## src/rtl/door_access_arbiter.sv

```systemverilog
// Shares one door between entry/exit requesters, counts sensor-confirmed passages against CAP.
// Grant one cycle after request; all outputs registered; a grant closes on passage or timer expiry.
// Optional DOOR_TIMEOUT_EN builds a latching timeout ALARM state, cleared once both requests drop.
module door_access_arbiter #(
    parameter int CAP      = 15,
    parameter int OPEN_CYC = 50,
    parameter int OCC_W    = 4
) (
    input  logic             CLK,
    input  logic             RST,
    input  logic             REQ_IN,
    input  logic             REQ_OUT,
    input  logic             PASS,
    output logic             GNT_IN,
    output logic             GNT_OUT,
    output logic [OCC_W-1:0] OCC,
    output logic             FULL,
    output logic             EMPTY,
    output logic             BUSY,
    output logic             ALARM
);

    typedef enum logic [2:0] {
        S_IDLE,
        S_GIN,
        S_GOUT,
        S_CLOSE
`ifdef DOOR_TIMEOUT_EN
        , S_ALARM
`endif
    } state_t;

    localparam logic [OCC_W-1:0] CAP_V  = OCC_W'(CAP);
    localparam logic [7:0]       T_LOAD = 8'(OPEN_CYC - 1);

    state_t     state;
    logic [7:0] timer;
    logic       last_in;
    logic       pass_q;
    logic       pass_edge;
    logic       elig_in;
    logic       elig_out;

    assign pass_edge = PASS & ~pass_q;
    assign elig_in   = REQ_IN & ~FULL;
    assign elig_out  = REQ_OUT & ~EMPTY;

`ifndef DOOR_TIMEOUT_EN
    assign ALARM = 1'b0;
`endif

    always_ff @(posedge CLK or posedge RST) begin
        if (RST) begin
            state   <= S_IDLE;
            timer   <= '0;
            last_in <= 1'b0;
            // Starts high so a PASS level held through reset is not seen as an edge.
            pass_q  <= 1'b1;
            GNT_IN  <= 1'b0;
            GNT_OUT <= 1'b0;
            OCC     <= '0;
            FULL    <= 1'b0;
            EMPTY   <= 1'b1;
            BUSY    <= 1'b0;
`ifdef DOOR_TIMEOUT_EN
            ALARM   <= 1'b0;
`endif
        end else begin
            pass_q <= PASS;
            case (state)
                S_IDLE: begin
                    // On a tie, serve the direction opposite to the last one served.
                    if (elig_in && (!elig_out || !last_in)) begin
                        state   <= S_GIN;
                        last_in <= 1'b1;
                        timer   <= T_LOAD;
                        GNT_IN  <= 1'b1;
                        BUSY    <= 1'b1;
                    end else if (elig_out) begin
                        state   <= S_GOUT;
                        last_in <= 1'b0;
                        timer   <= T_LOAD;
                        GNT_OUT <= 1'b1;
                        BUSY    <= 1'b1;
                    end
                end
                S_GIN, S_GOUT: begin
                    if (pass_edge) begin
                        state   <= S_CLOSE;
                        GNT_IN  <= 1'b0;
                        GNT_OUT <= 1'b0;
                        if (state == S_GIN) begin
                            OCC   <= OCC + 1'b1;
                            FULL  <= (OCC == CAP_V - 1'b1);
                            EMPTY <= 1'b0;
                        end else begin
                            OCC   <= OCC - 1'b1;
                            FULL  <= 1'b0;
                            EMPTY <= (OCC == OCC_W'(1));
                        end
                    end else if (timer == '0) begin
                        GNT_IN  <= 1'b0;
                        GNT_OUT <= 1'b0;
`ifdef DOOR_TIMEOUT_EN
                        state   <= S_ALARM;
                        ALARM   <= 1'b1;
`else
                        state   <= S_CLOSE;
`endif
                    end else begin
                        timer <= timer - 1'b1;
                    end
                end
                S_CLOSE: begin
                    state <= S_IDLE;
                    BUSY  <= 1'b0;
                end
`ifdef DOOR_TIMEOUT_EN
                S_ALARM: begin
                    if (!REQ_IN && !REQ_OUT) begin
                        state <= S_IDLE;
                        ALARM <= 1'b0;
                        BUSY  <= 1'b0;
                    end
                end
`endif
                default: state <= S_IDLE;
            endcase
        end
    end

endmodule

```

## config.mk

```make
export PLATFORM = sky130hd
export DESIGN_NAME = door_access_arbiter
export DESIGN_NICKNAME = d
export VERILOG_FILES = /design/src/rtl/door_access_arbiter.sv
export SDC_FILE = /design/constraint.sdc
export NUM_CORES = 1
export LEC_CHECK = 0
export CORE_ASPECT_RATIO = 2
export CORE_UTILIZATION = 40
export CTS_CLUSTER_DIAMETER = 50
export DETAILED_ROUTE_END_ITERATION = 10
export GPL_TIMING_DRIVEN = 0
export HOLD_SLACK_MARGIN = 0.1
export PLACE_DENSITY_LB_ADDON = 0.1
export SLEW_MARGIN = 10
export SYNTH_ARGS = -nofsm -noshare
export SYNTH_HDL_FRONTEND = slang
export SYNTH_SLANG_ARGS = --single-unit
```

## constraint.sdc

```tcl
create_clock -name CLK -period 2 [get_ports CLK]
set_input_delay 0.4 -clock CLK [delete_from_list [all_inputs] [get_ports CLK]]
set_output_delay 0.4 -clock CLK [all_outputs]
set_load 0.01 [all_outputs]
```

Run 1, cell classes on the final placement:
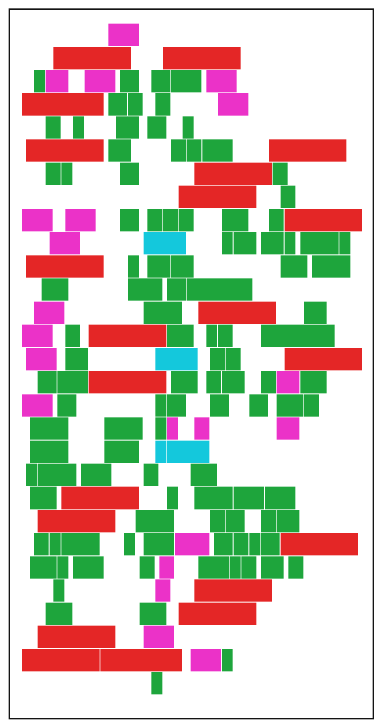
| color | class | cells | share of their area |
|---|---|---|---|
| red | flops | 21 | 34% |
| magenta | other buffers and delay cells | 21 | 12% |
| cyan | clock drivers and dummy loads | 4 | 2.9% |
| green | combinational and other logic | 109 | 51% |
finished layout cell area: 1570 sq um
placeable core area: 3160 sq um

Run 1, where the registers sit:
Bar = 10 um.
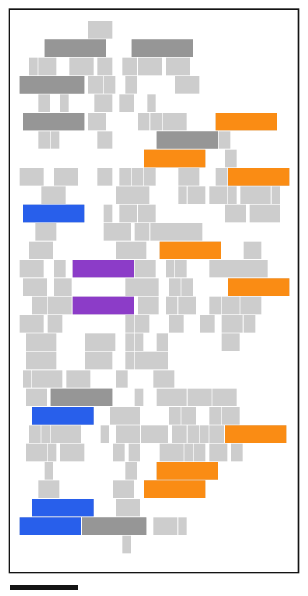
| color | signal | placed flops |
|---|---|---|
| purple | `state` | 2 |
| blue | `OCC` | 4 |
| orange | `timer` | 8 |
sequential cell power: 0.847 mW
fin util: 49.8%
total area of sequential cells: 528 sq um
flop share of the area: 33.6%

Run 1, routing congestion:
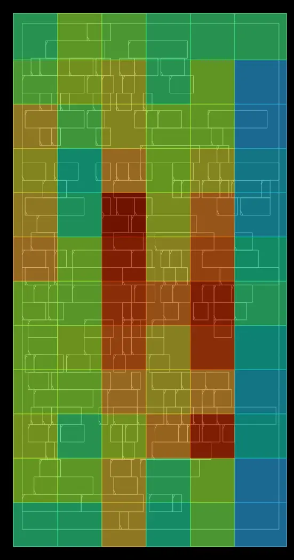
met2 usage in global routing: 37.3%
M1 GR Usage: 19.9%
Routed WL per cell: 16.8 um

Run 1, signal metal coverage by tile:
Bar = 10 um. The die is cut into 9 by 17 equal tiles; dark blue is low, red is high, scaled to the fullest tile. Values are wire area over tile area, all layers added.
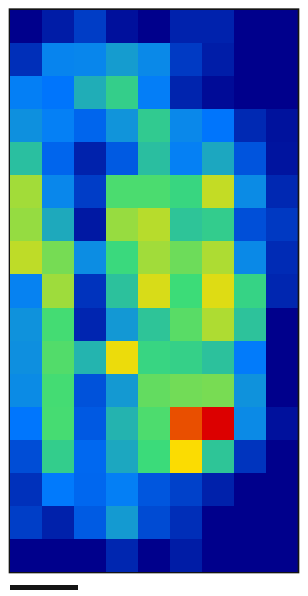
tiles over half the peak: 20%
mean over tiles: 0.14
nearly empty tiles: 16%
densest ninth of the die: center
fullest tile: 0.49
emptiest ninth of the die: north-east

==> PnR_summary.wiki, run 1 <==
== Run summary ==
{| class="wikitable"
! Metric !! Value
|-
| Classification of the worst setup path || register to register
|-
| Initial detailed-routing violation count || 40
|-
| Width of the chip || 42.6 um
|-
| Post-route DRC || 0
|-
| Chip footprint || 3540 sq um
|-
| Cell Count Post-Placement || 180
|-
| Yosys Warn Count || 0
|-
| Filler cell count || 303
|-
| Number of H-tree levels || 1
|-
| TNS Setup || 0 ps
|-
| Layout net count || 170
|-
| Count of pins on the block boundary || 15
|-
| Port bufs || 13
|-
| Terminus of the critical flop-to-flop path || timer[1]$_DFFE_PP0P_
|-
| Worst hold slack || 501 ps
|-
| Count of nets left with antenna violations after detail routing || 0
|-
| Ys cells || 136
|-
| R2R Path Start || state[0]$_DFFE_PP0P_
|-
| Clock tree from TritonCTS || yes
|-
| Drt via density || 5.85
|-
| Total via count after detailed routing || 1089
|-
| Fin Clk Skew || 6.73 ps
|-
| Maximum ir drop on the vdd rail || 0.000825 V
|-
| Final Max Tran Viols || 0
|-
| Routability Congestion || 0.784
|-
| Critical path data arrival time || 2050 ps
|-
| End of the critical path || timer[1]$_DFFE_PP0P_
|-
| Number of synthesized register bits || 21
|-
| Global-route congestion overflow total || 0
|-
| Average cell area after synthesis || 9.69 sq um
|-
| Worst Hold Depth || 2
|-
| Transition time of the tightest slew-check pin || 833 ps
|-
| Final routed wirelength across all metal layers || 3.13 mm
|-
| Chip area line of the yosys report || 1320 sq um
|-
| Relative slew margins || 44.4%
|-
| Dominant Register Cell || sky130_fd_sc_hd__dfrtp_1
|-
| Antenna violations before repair || 0
|-
| Max Clk Rate || 523 MHz
|-
| Setup repair after global routing missed its margin || false
|-
| Leakage power of the design || 0.660 nW
|-
| Sum of net half-perimeters after detailed placement || 2.34 mm
|-
| Launching instance or port of the critical path || state[0]$_DFFE_PP0P_
|-
| Share of the cycle needed by the critical path after routing || 95.5%
|-
| TritonCTS Sinks || 21
|-
| Run status || finished clean
|-
| Critical-path cell list || inv_1 -> ha_1 -> and3b_1 -> clkbuf_2 -> a31o_2 -> nor2_1 -> o32ai_1
|-
| Cell with the largest stage delay on the worst path || sky130_fd_sc_hd__dfrtp_1
|-
| Nets at Floorplan || 150
|-
| Starting Density || 41.7%
|-
| Register-to-register path setup slack || 90 ps
|-
| Post-place setup slack || -244 ps
|-
| Mapped Cells || 136
|-
| Worst hold path class || register to register
|-
| Clock latency on the worst-skew pair || 270 ps
|}
==> run 1: repair_timing <==
item / 4_1_cts / 5_1_grt
setup buffers: 0 / 2
pin swaps: 0 / 0
setup endpoints to repair: 2 / 1
resized: 5 / 1
==> run 1: worst max-delay path: cells and delay by family (launching register included) <==
family,cells,cell delay [ps]
AND-OR/OR-AND,2,390
flip-flops,1,400
buffers and inverters,2,230
adder cells (fa/ha/maj),1,330
AND/OR/NAND/NOR,2,420
==> run 1: kinds of logic (layout without fill, tap and decap cells) <==
kind of cell / after synthesis / count (layout) / share of synthesized area, %
AND-OR/OR-AND: 34 / 34 / 17.8
XOR/XNOR: 4 / 4 / 2.66
adder cells (fa/ha/maj): 9 / 9 / 8.55
buffers and inverters: 17 / 36 / 5.79
flip-flops: 21 / 21 / 40.1
multiplexers: 3 / 3 / 2.47
other: 1 / 1 / 0.285
AND/OR/NAND/NOR: 47 / 47 / 22.4
==> run 1: cell usage after synthesis, drive strengths merged, types with 4 or more instances <==
library cell	count	area share [%]
nor3	6	3.0
nand2	8	2.5
nand3	9	3.4
buf	4	2.1
inv	11	3.1
dfrtp	19	36
a21oi	4	1.5
o21ai	10	3.8
ha	9	8.5
a31oi	4	1.9
==> run 1: metrics by stage <==
step | util (%) | instance area [sq um]
after CTS | 49.3 | 1560
after detailed placement | 47.1 | 1490
final | 49.8 | 1570
after global routing | 49.8 | 1570
after floorplan | - | 1320
after global placement | 47.1 | 1490
==> run 1: layout by cell type, fill, tap and decap left out, drive strengths merged, types with 2 or more instances in the layout <==
master         synthesis  final
ha                     9      9
dfstp                  2      2
nand4                  2      2
xor2                   2      2
nand3b                 2      2
a21oi                  4      4
nor3                   6      6
clkbuf                 2      6
nor2b                  2      2
o211ai                 2      2
nand2                  8      8
inv                   11     11
mux2                   2      2
a32o                   3      3
nand2b                 2      2
xnor2                  2      2
or4                    2      2
dfrtp                 19     19
nor2                   3      3
nand3                  9      9
buf                    4      6
o21ai                 10     10
a31oi                  4      4
or3                    2      2
nor3b                  3      3
a31o                   2      2
clkdlybuf4s50          0     13
a221o                  2      2
==> run 1: layout make-up <==
type,count,area (sq um),area share (%)
multi-input combinational,98,737,46.9
sequential,21,528,33.6
timing repair buffer,15,145,9.23
clock buffer,4,45.0,2.86
inverter,11,41.3,2.63
tap,31,38.8,2.47
buffer,6,37.5,2.39
==> run 1: sequential cells by signal, indices dropped and copies added, names as in the netlist <==
register and flops:
GNT_OUT 1, state 2, last_in 1, timer 8, FULL 1, GNT_IN 1, pass_q 1, BUSY 1
OCC 4, EMPTY 1
==> run 1: power by group <==
part	internal [mW]	total, mW	switching [mW]	leakage [nW]
sequential	0.623	0.847	0.224	0.248
combinational	0.749	1.61	0.864	0.389
clock	0.142	0.291	0.149	0.0228
total	1.51	2.75	1.24	0.660
==> run 1: layer usage <==
metal | share of wire, % | vias to the layer above | track usage, %
li1 | - | 533 | -
met1 | 38 | 529 | 19.9
met2 | 57 | 20 | 37.3
met3 | 2.2 | 7 | 1.96
met4 | 2.3 | 0 | 7.95
met5 | 0 | - | 0
==> run 2: changes to the inputs <==
Settings changed: CORE_ASPECT_RATIO 2 to 1.25.
==> run 2 against run 1 <==
  * Worst hold slack better by 12 ps
  * Core utilization is 1.7 points higher
  * Power is 2.8% lower
  * Clock skew is 4.5 ps lower
  * Maximum frequency is 2.8% higher
  * Sequential share of layout area is 0.27 points higher
  * Register-to-register slack better by 50 ps
  * Count of clock-buffer cells in the layout stayed put
  * Via count is 0.83% higher
  * Critical path type unchanged
==> PnR_summary.wiki, run 2 <==
== Run summary ==
{| class="wikitable"
! Metric !! Value
|-
| Run status || finished clean
|-
| Simple-gate area share of the yosys netlist || 22.4% (unchanged)
|-
| Count of nets left with antenna violations after detail routing || 0 (unchanged)
|-
| Nets at Floorplan || 150 (unchanged)
|-
| Final Max Tran Viols || 0 (unchanged)
|-
| Cell with the largest stage delay on the worst path || sky130_fd_sc_hd__dfrtp_1
|-
| Global-route congestion overflow total || 0 (unchanged)
|-
| Width of the chip || 53.3 um (+25%)
|-
| Setup repair after global routing missed its margin || false
|-
| Drt via density || 5.75 (-1.8%)
|-
| Share of the cycle needed by the critical path after routing || 93.0% (-2.6 points)
|-
| Starting Density || 43.5% (+1.8 points)
|-
| XOR/XNOR Area Share || 2.66% (unchanged)
|-
| Number of H-tree levels || 1 (unchanged)
|-
| Clock latency on the worst-skew pair || 320 ps (+50 ps)
|-
| Max reg flops || 8 (unchanged)
|-
| Final routed wirelength across all metal layers || 2.95 mm (-5.6%)
|-
| Cell area after placement || 1490 sq um (+0.42%)
|-
| Chip area line of the yosys report || 1320 sq um (unchanged)
|-
| Compound-cell area share of the yosys netlist || 17.8% (unchanged)
|-
| TritonCTS Sinks || 21 (unchanged)
|-
| R2R Path Start || state[1]$_DFFE_PP0P_
|-
| Worst hold path class || register to register
|-
| Port bufs || 13 (unchanged)
|-
| Maximum ir drop on the vdd rail || 0.000881 V (+6.8%)
|-
| Largest register by flop count || timer
|-
| Synth area leaders || sky130_fd_sc_hd__dfrtp_1 36%, sky130_fd_sc_hd__ha_1 8.5%, sky130_fd_sc_hd__dfstp_2 4.0%, sky130_fd_sc_hd__o21ai_0 3.8%, sky130_fd_sc_hd__nand3_1 3.4%
|-
| Top cells by count, synth || 19 x sky130_fd_sc_hd__dfrtp_1, 11 x sky130_fd_sc_hd__inv_1, 10 x sky130_fd_sc_hd__o21ai_0
|-
| Yosys Warn Count || 0 (unchanged)
|-
| Adder Area Share || 8.55% (unchanged)
|-
| Mapped Cells || 136 (unchanged)
|-
| Cell Count Post-Placement || 185 (+2.8%)
|-
| Post-route DRC || 0 (unchanged)
|-
| Largest regs || timer x8, OCC x4, state x2
|-
| Multiplexer share of the synthesized area || 2.47% (unchanged)
|-
| Chip footprint || 3530 sq um (-0.35%)
|-
| Dominant Register Cell || sky130_fd_sc_hd__dfrtp_1
|-
| Routability Congestion || 0.767 (-2.2%)
|-
| Max Clk Rate || 538 MHz (+2.8%)
|-
| Register-to-register path setup slack || 140 ps (+50 ps)
|-
| Largest type area fraction || 36.1% (unchanged)
|-
| Transition time of the tightest slew-check pin || 839 ps (+6.04 ps)
|-
| Commonest non-fill, non-tap cell in the layout || sky130_fd_sc_hd__dfrtp_1
|-
| Layout net count || 170 (unchanged)
|-
| Critical-path cell list || inv_1 -> ha_1 -> and3b_1 -> a31oi_4 -> nand2_1 -> a221o_1
|-
| Clock tree from TritonCTS || yes
|-
| Leakage power of the design || 0.654 nW (-1.0%)
|-
| Relative slew margins || 44.0% (-0.40 points)
|-
| Dominant combinational cell family by area after synthesis || simple AND/OR/NAND/NOR gates
|-
| Sum of net half-perimeters after detailed placement || 2.20 mm (-6.1%)
|-
| Initial detailed-routing violation count || 20 (-50%)
|}
run 2: power by group:
group | leakage [nW] | total, mW | switching (mW) | internal [mW]
combinational | 0.391 | 1.61 | 0.856 | 0.758
clock | 0.0150 | 0.224 | 0.146 | 0.0781
sequential | 0.248 | 0.836 | 0.215 | 0.622
run 2: final timing paths:
kind | endpoint | depth (start not counted)
max in group asynchronous | state[1]$_DFFE_PP0P_ | 2
max reg2reg | timer[6]$_DFFE_PP0P_ | 6
min | GNT_OUT$_DFFE_PP0P_ | 1
min reg2reg | GNT_OUT$_DFFE_PP0P_ | 1
max | timer[6]$_DFFE_PP0P_ | 6
min in group asynchronous | OCC[2]$_DFFE_PP0N_ | 2
run 2: through the flow:
stage	power [mW]	setup WS, ps	setup TNS, ps	hold slack, ps
finish	2.67	141	0	513
global route	2.88	58.4	0	549
CTS	2.65	6.54	0	518
detailed placement	2.38	-257	-474	491
global placement	2.32	-259	-453	484
floorplan	1.89	144	0	375
run 2: cells by family after synthesis:
kind of cell | Yosys count
compound gates | 34
flops | 21
buf+inv | 17
simple gates | 47
fa+ha+maj | 9
other cells | 1
mux | 3
xor+xnor | 4
run 2: critical path: cells and delay by family (launching register included):
| kind | cells | cell delay (ps) |
|---|---|---|
| buffers and inverters | 1 | 70 |
| DFF | 1 | 390 |
| AOI/OAI and AO/OA | 2 | 540 |
| adders and majority gates | 1 | 320 |
| and+or+nand+nor | 2 | 430 |
run 2: cell type report:
cell class	instances	area, sq um	share of cell area (%)
multi-input combinational	98	734	47.1
sequential	21	528	33.8
inverter	11	41.3	2.65
timing repair buffer	16	153	9.78
tap	36	45.0	2.89
buffer	5	32.5	2.08
clock buffer	4	26.3	1.68
run 2: layer usage:
layer | vias to the layer above | GRT usage, % | wire length, um | share of wire (%)
met5 | - | 0 | 0 | 0
met3 | 6 | 2.76 | 60 | 2.0
met2 | 14 | 33.8 | 1540 | 52
met4 | 0 | 9.21 | 59 | 2.0
li1 | 537 | - | - | -
met1 | 541 | 21.6 | 1290 | 44
run 2: what timing repair did:
item / in CTS / in global routing
gates cloned: 0 / 0
resized: 3 / 1
setup endpoints to repair: 3 / 6
setup buffers: 1 / 2
Run 2, routing congestion:
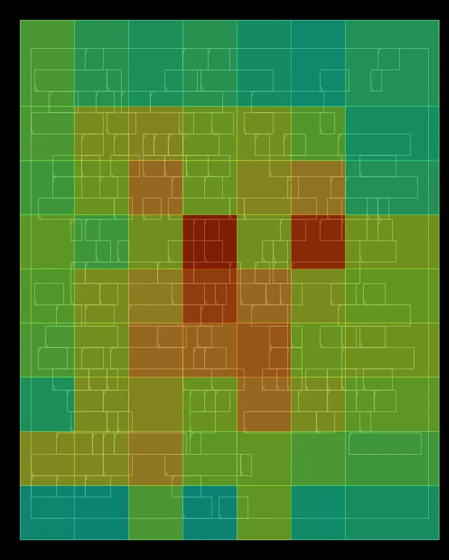
fin util: 51.5%
M1 GR Usage: 21.6%

Run 2, routed metal, one color a layer:
Bar = 20 um.
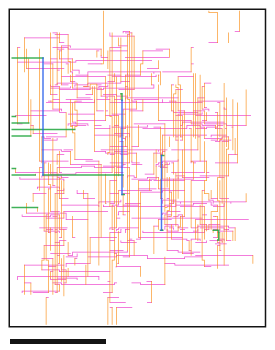
| color | layer | wire length |
|---|---|---|
| blue | metal 4 | 59.8 um |
| magenta | metal 1 | 1290 um |
| green | metal 3 | 60.9 um |
| orange | metal 2 | 1540 um |
Routed WL per cell: 15.5 um
GRT Total Usage: 19.1%

Run 2, cell classes on the final placement:
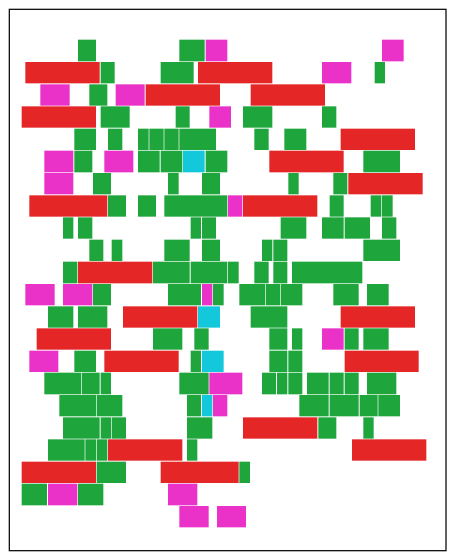
| color | class | cells | share of their area |
|---|---|---|---|
| magenta | other buffers and delay cells | 21 | 12% |
| red | flops | 21 | 35% |
| cyan | clock drivers and dummy loads | 4 | 1.7% |
| green | combinational and other logic | 109 | 51% |
flop share of the area: 33.8%
Row Count: 22
finished layout cell area: 1560 sq um
placeable core area: 3030 sq um

==> run 3: changes to the inputs <==
Settings changed: CAP_MARGIN from default to 20.
==> run 3 against run 2 <==
  * Highest routed layer unchanged
  * Setup slack unchanged
  * Largest cell class unchanged
  * Critical endpoint unchanged
  * Global-route usage unchanged
  * Area after synthesis unchanged
  * Routed wire length unchanged
==> PnR_summary.wiki, run 3 <==
== Run summary ==
{| class="wikitable"
! Metric !! Value
|-
| Run status || finished clean
|-
| Max reg flops || 8 (unchanged)
|-
| GRT Total Usage || 19.1% (unchanged)
|-
| Leakage power of the design || 0.654 nW (unchanged)
|-
| Layout net count || 170 (unchanged)
|-
| Count of nets left with antenna violations after detail routing || 0 (unchanged)
|-
| Placeable core area || 3030 sq um (unchanged)
|-
| Routed WL per cell || 15.5 um (unchanged)
|-
| Synth area leaders || sky130_fd_sc_hd__dfrtp_1 36%, sky130_fd_sc_hd__ha_1 8.5%, sky130_fd_sc_hd__dfstp_2 4.0%, sky130_fd_sc_hd__o21ai_0 3.8%, sky130_fd_sc_hd__nand3_1 3.4%
|-
| Chip area line of the yosys report || 1320 sq um (unchanged)
|-
| Starting Density || 43.5% (unchanged)
|-
| Terminus of the critical flop-to-flop path || timer[6]$_DFFE_PP0P_
|-
| Post-layout power || 2.67 mW (unchanged)
|-
| Share of the cycle needed by the critical path after routing || 93.0% (unchanged)
|-
| Maximum ir drop on the vdd rail || 0.000881 V (unchanged)
|-
| Clock latency on the worst-skew pair || 320 ps (about the same)
|-
| Chip footprint || 3530 sq um (unchanged)
|-
| Max Clk Rate || 538 MHz (unchanged)
|-
| Dominant Register Cell || sky130_fd_sc_hd__dfrtp_1
|-
| Post-route DRC || 0 (unchanged)
|-
| Yosys Warn Count || 0 (unchanged)
|-
| End of the critical path || timer[6]$_DFFE_PP0P_
|-
| Register-to-register path setup slack || 140 ps (about the same)
|-
| Sum of net half-perimeters after detailed placement || 2.20 mm (unchanged)
|-
| Row Count || 22 (unchanged)
|-
| Largest regs || timer x8, OCC x4, state x2
|-
| Number of H-tree levels || 1 (unchanged)
|-
| Mapped Cells || 136 (unchanged)
|-
| Relative slew margins || 44.0% (unchanged)
|-
| Initial detailed-routing violation count || 20 (unchanged)
|-
| Worst hold path class || register to register
|-
| Post-place setup slack || -257 ps (unchanged)
|-
| Commonest non-fill, non-tap cell in the layout || sky130_fd_sc_hd__dfrtp_1
|-
| Drt via density || 5.75 (unchanged)
|-
| Global-route congestion overflow total || 0 (unchanged)
|-
| PnR worst setup slack || 141 ps (unchanged)
|-
| Number of cells on the worst reg-to-reg path || 6 (unchanged)
|}
run 3: cell counts after synthesis:
No cell type changed its count.
run 3: metal layers:
layer / part of all wire [%] / track usage (%) / wire, um
met1: 44 / 21.6 / 1290
met5: 0 / 0 / 0
met4: 2.0 / 9.21 / 59
met3: 2.0 / 2.76 / 60
met2: 52 / 33.8 / 1540
run 3: power breakdown:
| group | total, mW | leakage, nW | internal, mW | switching [mW] |
|---|---|---|---|---|
| registers | 0.836 | 0.248 | 0.622 | 0.215 |
| logic | 1.61 | 0.391 | 0.758 | 0.856 |
| clock network | 0.224 | 0.0150 | 0.0781 | 0.146 |
run 3: logic make-up after synthesis:
kind of cell / share of synthesized area, %
muxes: 2.47
AOI/OAI and AO/OA: 17.8
xor gates and xnor gates: 2.66
and+or+nand+nor: 22.4
adders and majority gates: 8.55
other: 0.285
DFF: 40.1
buffers and inverters: 5.79
run 3: critical path, stage by stage, from the launching register on:
cell                      delay [ps]
sky130_fd_sc_hd__dfrtp_1         390
sky130_fd_sc_hd__inv_1            70
sky130_fd_sc_hd__ha_1            320
sky130_fd_sc_hd__and3b_1         290
sky130_fd_sc_hd__a31oi_4         230
sky130_fd_sc_hd__nand2_1         140
sky130_fd_sc_hd__a221o_1         310
run 3: through the flow:
step | instances | utilization, % | setup TNS, ps | instance area (sq um) | hold WS (ps)
6_report | 191 | 51.5 | 0 | 1560 | 513
5_1_grt | 191 | 51.5 | 0 | 1560 | 549
4_1_cts | 190 | 51.1 | 0 | 1550 | 518
3_5_place_dp | 185 | 49.3 | -474 | 1490 | 491
3_3_place_gp | 185 | 49.3 | -453 | 1490 | 484
2_1_floorplan | 136 | - | 0 | 1320 | 375
run 3: worst min-delay path by stage:
stage,depth (start not counted),to
after CTS,1,OCC[3]$_DFFE_PP0N_
after global placement,1,GNT_OUT$_DFFE_PP0P_
after global routing,1,GNT_OUT$_DFFE_PP0P_
after detailed placement,1,GNT_OUT$_DFFE_PP0P_
after floorplan,1,BUSY$_DFFE_PP0P_
final,1,GNT_OUT$_DFFE_PP0P_
run 3: repair_timing:
item / in CTS / in global routing
setup endpoints to repair: 3 / 6
gates resized: 3 / 1
setup buffers: 1 / 2
run 3: cell type report:
class	count	area, sq um
Fill cell	304	1470
Multi-Input combinational cell	98	734
Sequential cell	21	528
Timing Repair Buffer	16	153
Tap cell	36	45.0
Inverter	11	41.3
Buffer	5	32.5
Clock buffer	4	26.3
Run 3, signal metal coverage by tile:
Bar = 20 um. The die is cut into 11 by 13 equal tiles; dark blue is low, red is high, scaled to the fullest tile. Values are wire area over tile area, all layers added.
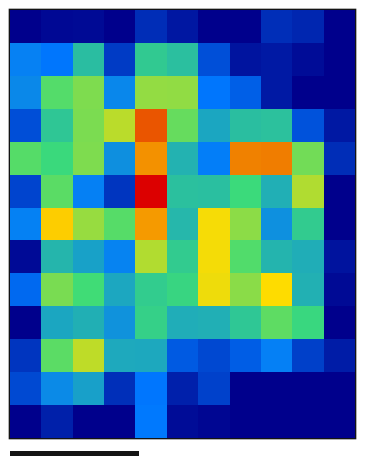
total via count after detailed routing: 1098
final routed wirelength across all metal layers: 2.95 mm

Run 3, routed metal, one color a layer:
Bar = 20 um.
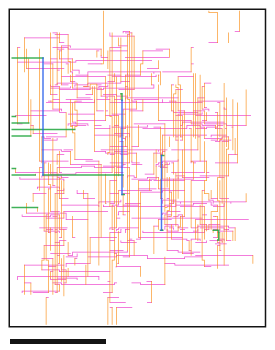
| color | layer | wire length |
|---|---|---|
| blue | metal 4 | 59.8 um |
| magenta | metal 1 | 1290 um |
| green | metal 3 | 60.9 um |
| orange | metal 2 | 1540 um |

Run 3, routing congestion:
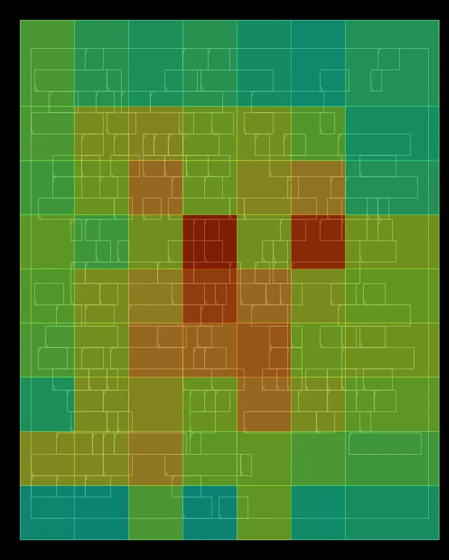
met2 usage in global routing: 33.8%
most used routing layer: met2
met3 usage in global routing: 2.76%

Power and IR drop assume default switching activity.
